===== src/rtl/demux2_n_buf_pkg.sv =====
// demux2_n_buf_pkg: destination encoding and buffer occupancy helpers
package demux2_n_buf_pkg;
  localparam logic SEL_A = 1'b0;
  localparam logic SEL_B = 1'b1;
  typedef logic [1:0] occ_t;
  function automatic logic has_room(input occ_t occ);
    return occ != 2'd2;
  endfunction
endpackage


===== src/rtl/demux2_n_buf_if.sv =====
// demux2_n_buf_if: input stream plus the two steered output streams
interface demux2_n_buf_if #(parameter int N = 32);
  logic         in_valid;
  logic         in_ready;
  logic [N-1:0] in_data;
  logic         in_sel;
  logic         a_valid;
  logic         a_ready;
  logic [N-1:0] a_data;
  logic         b_valid;
  logic         b_ready;
  logic [N-1:0] b_data;
  modport master (
    output in_valid, in_data, in_sel, a_ready, b_ready,
    input  in_ready, a_valid, a_data, b_valid, b_data
  );
  modport slave (
    input  in_valid, in_data, in_sel, a_ready, b_ready,
    output in_ready, a_valid, a_data, b_valid, b_data
  );
endinterface


===== src/rtl/demux2_n_buf_fifo2_n.sv =====
// fifo2_n: 2-entry FIFO, e0 is always the head so dout needs no read mux
module fifo2_n
  import demux2_n_buf_pkg::*;
#(
  parameter int N = 32
) (
  input  logic         clk,
  input  logic         rst_n,
  input  logic         push,
  input  logic         pop,
  input  logic [N-1:0] din,
  output logic [N-1:0] dout,
  output occ_t         count
);
  logic [N-1:0] e0, e1, e0_n, e1_n;
  occ_t         count_n;
  logic         wr, rd;
  // next state: a pop shifts e1 into the head, a push lands in the first free slot after the pop
  always_comb begin
    wr      = push && (has_room(count) || pop);
    rd      = pop && count != 2'd0;
    count_n = count + occ_t'(wr) - occ_t'(rd);
    e0_n    = rd ? (count == 2'd2 ? e1 : (wr ? din : e0)) : (wr && count == 2'd0 ? din : e0);
    e1_n    = wr && (count - occ_t'(rd)) == 2'd1 ? din : e1;
  end
  // storage and occupancy registers
  always_ff @(posedge clk or negedge rst_n) begin
    if (!rst_n) begin
      e0    <= '0;
      e1    <= '0;
      count <= '0;
    end else begin
      e0    <= e0_n;
      e1    <= e1_n;
      count <= count_n;
    end
  end
  assign dout = e0;
endmodule


===== src/rtl/demux2_n_buf.sv =====
// demux2_n_buf: registered 1-to-2 demux with independent 2-entry output buffers
module demux2_n_buf
  import demux2_n_buf_pkg::*;
#(
  parameter int N     = 32,
  parameter int CNT_W = 16
) (
  input  logic             clk,
  input  logic             rst_n,
  demux2_n_buf_if.slave    bus,
  output logic [CNT_W-1:0] a_cnt,
  output logic [CNT_W-1:0] b_cnt
);
  occ_t a_occ, b_occ;
  logic push, a_pop, b_pop;
  // ready looks only at registered occupancy of the selected buffer, never at a_ready/b_ready
  always_comb begin
    bus.in_ready = bus.in_sel == SEL_A ? has_room(a_occ) : has_room(b_occ);
    push         = bus.in_valid && bus.in_ready;
    bus.a_valid  = a_occ != 2'd0;
    bus.b_valid  = b_occ != 2'd0;
    a_pop        = bus.a_valid && bus.a_ready;
    b_pop        = bus.b_valid && bus.b_ready;
  end
  fifo2_n #(.N(N)) u_a (
    .clk   (clk),
    .rst_n (rst_n),
    .push  (push && bus.in_sel == SEL_A),
    .pop   (a_pop),
    .din   (bus.in_data),
    .dout  (bus.a_data),
    .count (a_occ)
  );
  fifo2_n #(.N(N)) u_b (
    .clk   (clk),
    .rst_n (rst_n),
    .push  (push && bus.in_sel == SEL_B),
    .pop   (b_pop),
    .din   (bus.in_data),
    .dout  (bus.b_data),
    .count (b_occ)
  );
  // delivered-word counters, wrapping naturally at 2^CNT_W
  always_ff @(posedge clk or negedge rst_n) begin
    if (!rst_n) begin
      a_cnt <= '0;
      b_cnt <= '0;
    end else begin
      a_cnt <= a_cnt + CNT_W'(a_pop);
      b_cnt <= b_cnt + CNT_W'(b_pop);
    end
  end
endmodule

===== src/flat_wrapper.sv =====
// flat-port wrapper written by rule: the top's interface ports become plain ports
module demux2_n_buf_flat import demux2_n_buf_pkg::*;
#(
  parameter int N     = 32,
  parameter int CNT_W = 16
)
  (clk, rst_n, a_cnt, b_cnt, bus_in_valid, bus_in_data, bus_in_sel, bus_a_ready, bus_b_ready, bus_in_ready, bus_a_valid, bus_a_data, bus_b_valid, bus_b_data);
  demux2_n_buf_if #(.N(N)) bus_i ();
  input  logic clk;
  input  logic rst_n;
  output logic [CNT_W-1:0] a_cnt;
  output logic [CNT_W-1:0] b_cnt;
  input wire logic [$bits(bus_i.in_valid)-1:0] bus_in_valid;
  input wire logic [$bits(bus_i.in_data)-1:0] bus_in_data;
  input wire logic [$bits(bus_i.in_sel)-1:0] bus_in_sel;
  input wire logic [$bits(bus_i.a_ready)-1:0] bus_a_ready;
  input wire logic [$bits(bus_i.b_ready)-1:0] bus_b_ready;
  output wire logic [$bits(bus_i.in_ready)-1:0] bus_in_ready;
  output wire logic [$bits(bus_i.a_valid)-1:0] bus_a_valid;
  output wire logic [$bits(bus_i.a_data)-1:0] bus_a_data;
  output wire logic [$bits(bus_i.b_valid)-1:0] bus_b_valid;
  output wire logic [$bits(bus_i.b_data)-1:0] bus_b_data;
  assign bus_i.in_valid = bus_in_valid;
  assign bus_i.in_data = bus_in_data;
  assign bus_i.in_sel = bus_in_sel;
  assign bus_i.a_ready = bus_a_ready;
  assign bus_i.b_ready = bus_b_ready;
  assign bus_in_ready = bus_i.in_ready;
  assign bus_a_valid = bus_i.a_valid;
  assign bus_a_data = bus_i.a_data;
  assign bus_b_valid = bus_i.b_valid;
  assign bus_b_data = bus_i.b_data;
  demux2_n_buf #(.N(N), .CNT_W(CNT_W)) u_core (.clk(clk), .rst_n(rst_n), .bus(bus_i), .a_cnt(a_cnt), .b_cnt(b_cnt));
endmodule

===== config.mk =====
export PLATFORM = sky130hd
export DESIGN_NAME = demux2_n_buf_flat
export DESIGN_NICKNAME = d
export VERILOG_FILES = /design/src/rtl/demux2_n_buf_pkg.sv /design/src/rtl/demux2_n_buf_if.sv /design/src/rtl/demux2_n_buf_fifo2_n.sv /design/src/rtl/demux2_n_buf.sv /design/src/flat_wrapper.sv
export SDC_FILE = /design/constraint.sdc
export NUM_CORES = 1
export LEC_CHECK = 0
export CAP_MARGIN = 20
export CORE_ASPECT_RATIO = 1.25
export CORE_MARGIN = 2
export CORE_UTILIZATION = 50
export DETAILED_ROUTE_END_ITERATION = 10
export DONT_BUFFER_PORTS = 1
export HOLD_SLACK_MARGIN = 0.06
export PLACE_DENSITY = 0.7
export SLEW_MARGIN = 20
export SYNTH_ARGS = -nofsm -noshare
export SYNTH_HDL_FRONTEND = slang
export SYNTH_SLANG_ARGS = --single-unit
export TNS_END_PERCENT = 5

===== constraint.sdc =====
create_clock -name clk -period 2.65 [get_ports clk]
set_input_delay 0.53 -clock clk [delete_from_list [all_inputs] [get_ports clk]]
set_output_delay 0.53 -clock clk [all_outputs]
set_load 0.02 [all_outputs]

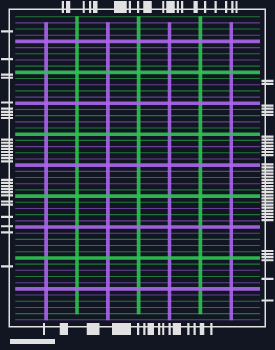
Fig. 1. Floorplan with the power grid.
Bar = 20 um. Pins as bars on the die edge.
[green] VDD
[purple] VSS
met5 straps: 9
met1 rails: 50

==> impl_metrics.env <==
# source this file to load flow results
export IMPL_clockBufferDepth=2
export IMPL_final_period_utilization_pct=92.8
export IMPL_fp_util_pct=50.8
export IMPL_vdd_drop_max_uv=587
export IMPL_ys_sh_adder_pct=2.06
export IMPL_synthTopCellsByCount="sky130_fd_sc_hd__mux2_2 (191), sky130_fd_sc_hd__dfrtp_1 (164), sky130_fd_sc_hd__xor2_1 (20)"
export IMPL_top_area_cell="sky130_fd_sc_hd__dfrtp_1"
export IMPL_final_hold_viol_count=164
export IMPL_worst_hold_slack_ns=-0.195
export IMPL_p_clk_mw=2.61
export IMPL_reg2reg_setup_slack_ns=0.19
export IMPL_grt_pass1_wl_um=23800
export IMPL_crit_cells=7
export IMPL_max_capacitance_violation_total=0
export IMPL_post_synth_mux_area_share_pct=29.7
export IMPL_timing_critical_path_from_type="flop"
export IMPL_tool_warnings=32
export IMPL_die_width_um=112
export IMPL_syn_area_per_cell_sq_um=14.7
export IMPL_number_of_global_route_vias_before_repair=4392
export IMPL_via_count=4008
export IMPL_wl_met1_um=5860
export IMPL_powerComb_mw=2.88
export IMPL_grt_use_met1_pct=22.6
export IMPL_failed_checks="hold timing"
export IMPL_count_of_pins_over_their_slew_limit=0
export IMPL_lay_top_count="sky130_fd_sc_hd__mux2_2"
export IMPL_vias_per_cell=5.71
export IMPL_fp_dieH_um=139
export IMPL_cts_repair_timing_setup_buffer_count=0
export IMPL_worstSetupPathType="reg2reg"
export IMPL_use_met2_pct=34.1
export IMPL_finalNetCount=561
export IMPL_outcome="finished with violations"
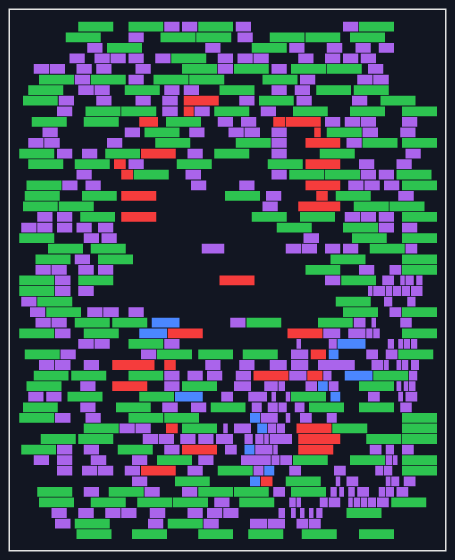
Fig. 2. Cell classes on the final placement.
[blue] other buffers and delay cells | cells: 13 | share of their area: 2.0%
[red] clock drivers and dummy loads | cells: 32 | share of their area: 7.8%
[green] flops | cells: 164 | share of their area: 51%
[purple] combinational and other logic | cells: 315 | share of their area: 39%
fraction of the core area covered by cells at the end of the flow: 57.1%
core box area: 0.0143 sq mm

stage by stage:
stage | util [%] | area [sq um] | TNS [ns] | setup slack (ns)
finish | 57.1 | 8190 | 0 | 0.191
global route | 57.1 | 8190 | 0 | 0.0844
CTS | 57.1 | 8190 | 0 | 0.165
detailed placement | 52.6 | 7550 | -2.19 | -0.0798
global placement | 52.6 | 7550 | -0.498 | -0.0175
floorplan | - | 7280 | 0 | 0.233
layout make-up:
cell class / count / area (sq um)
clock buffer: 18 / 439
timing repair buffer: 13 / 160
clock inverter: 14 / 186
fill: 1160 / 6150
sequential: 164 / 4100
multi-input combinational: 307 / 3050
inverter: 8 / 30.0
tap: 178 / 223
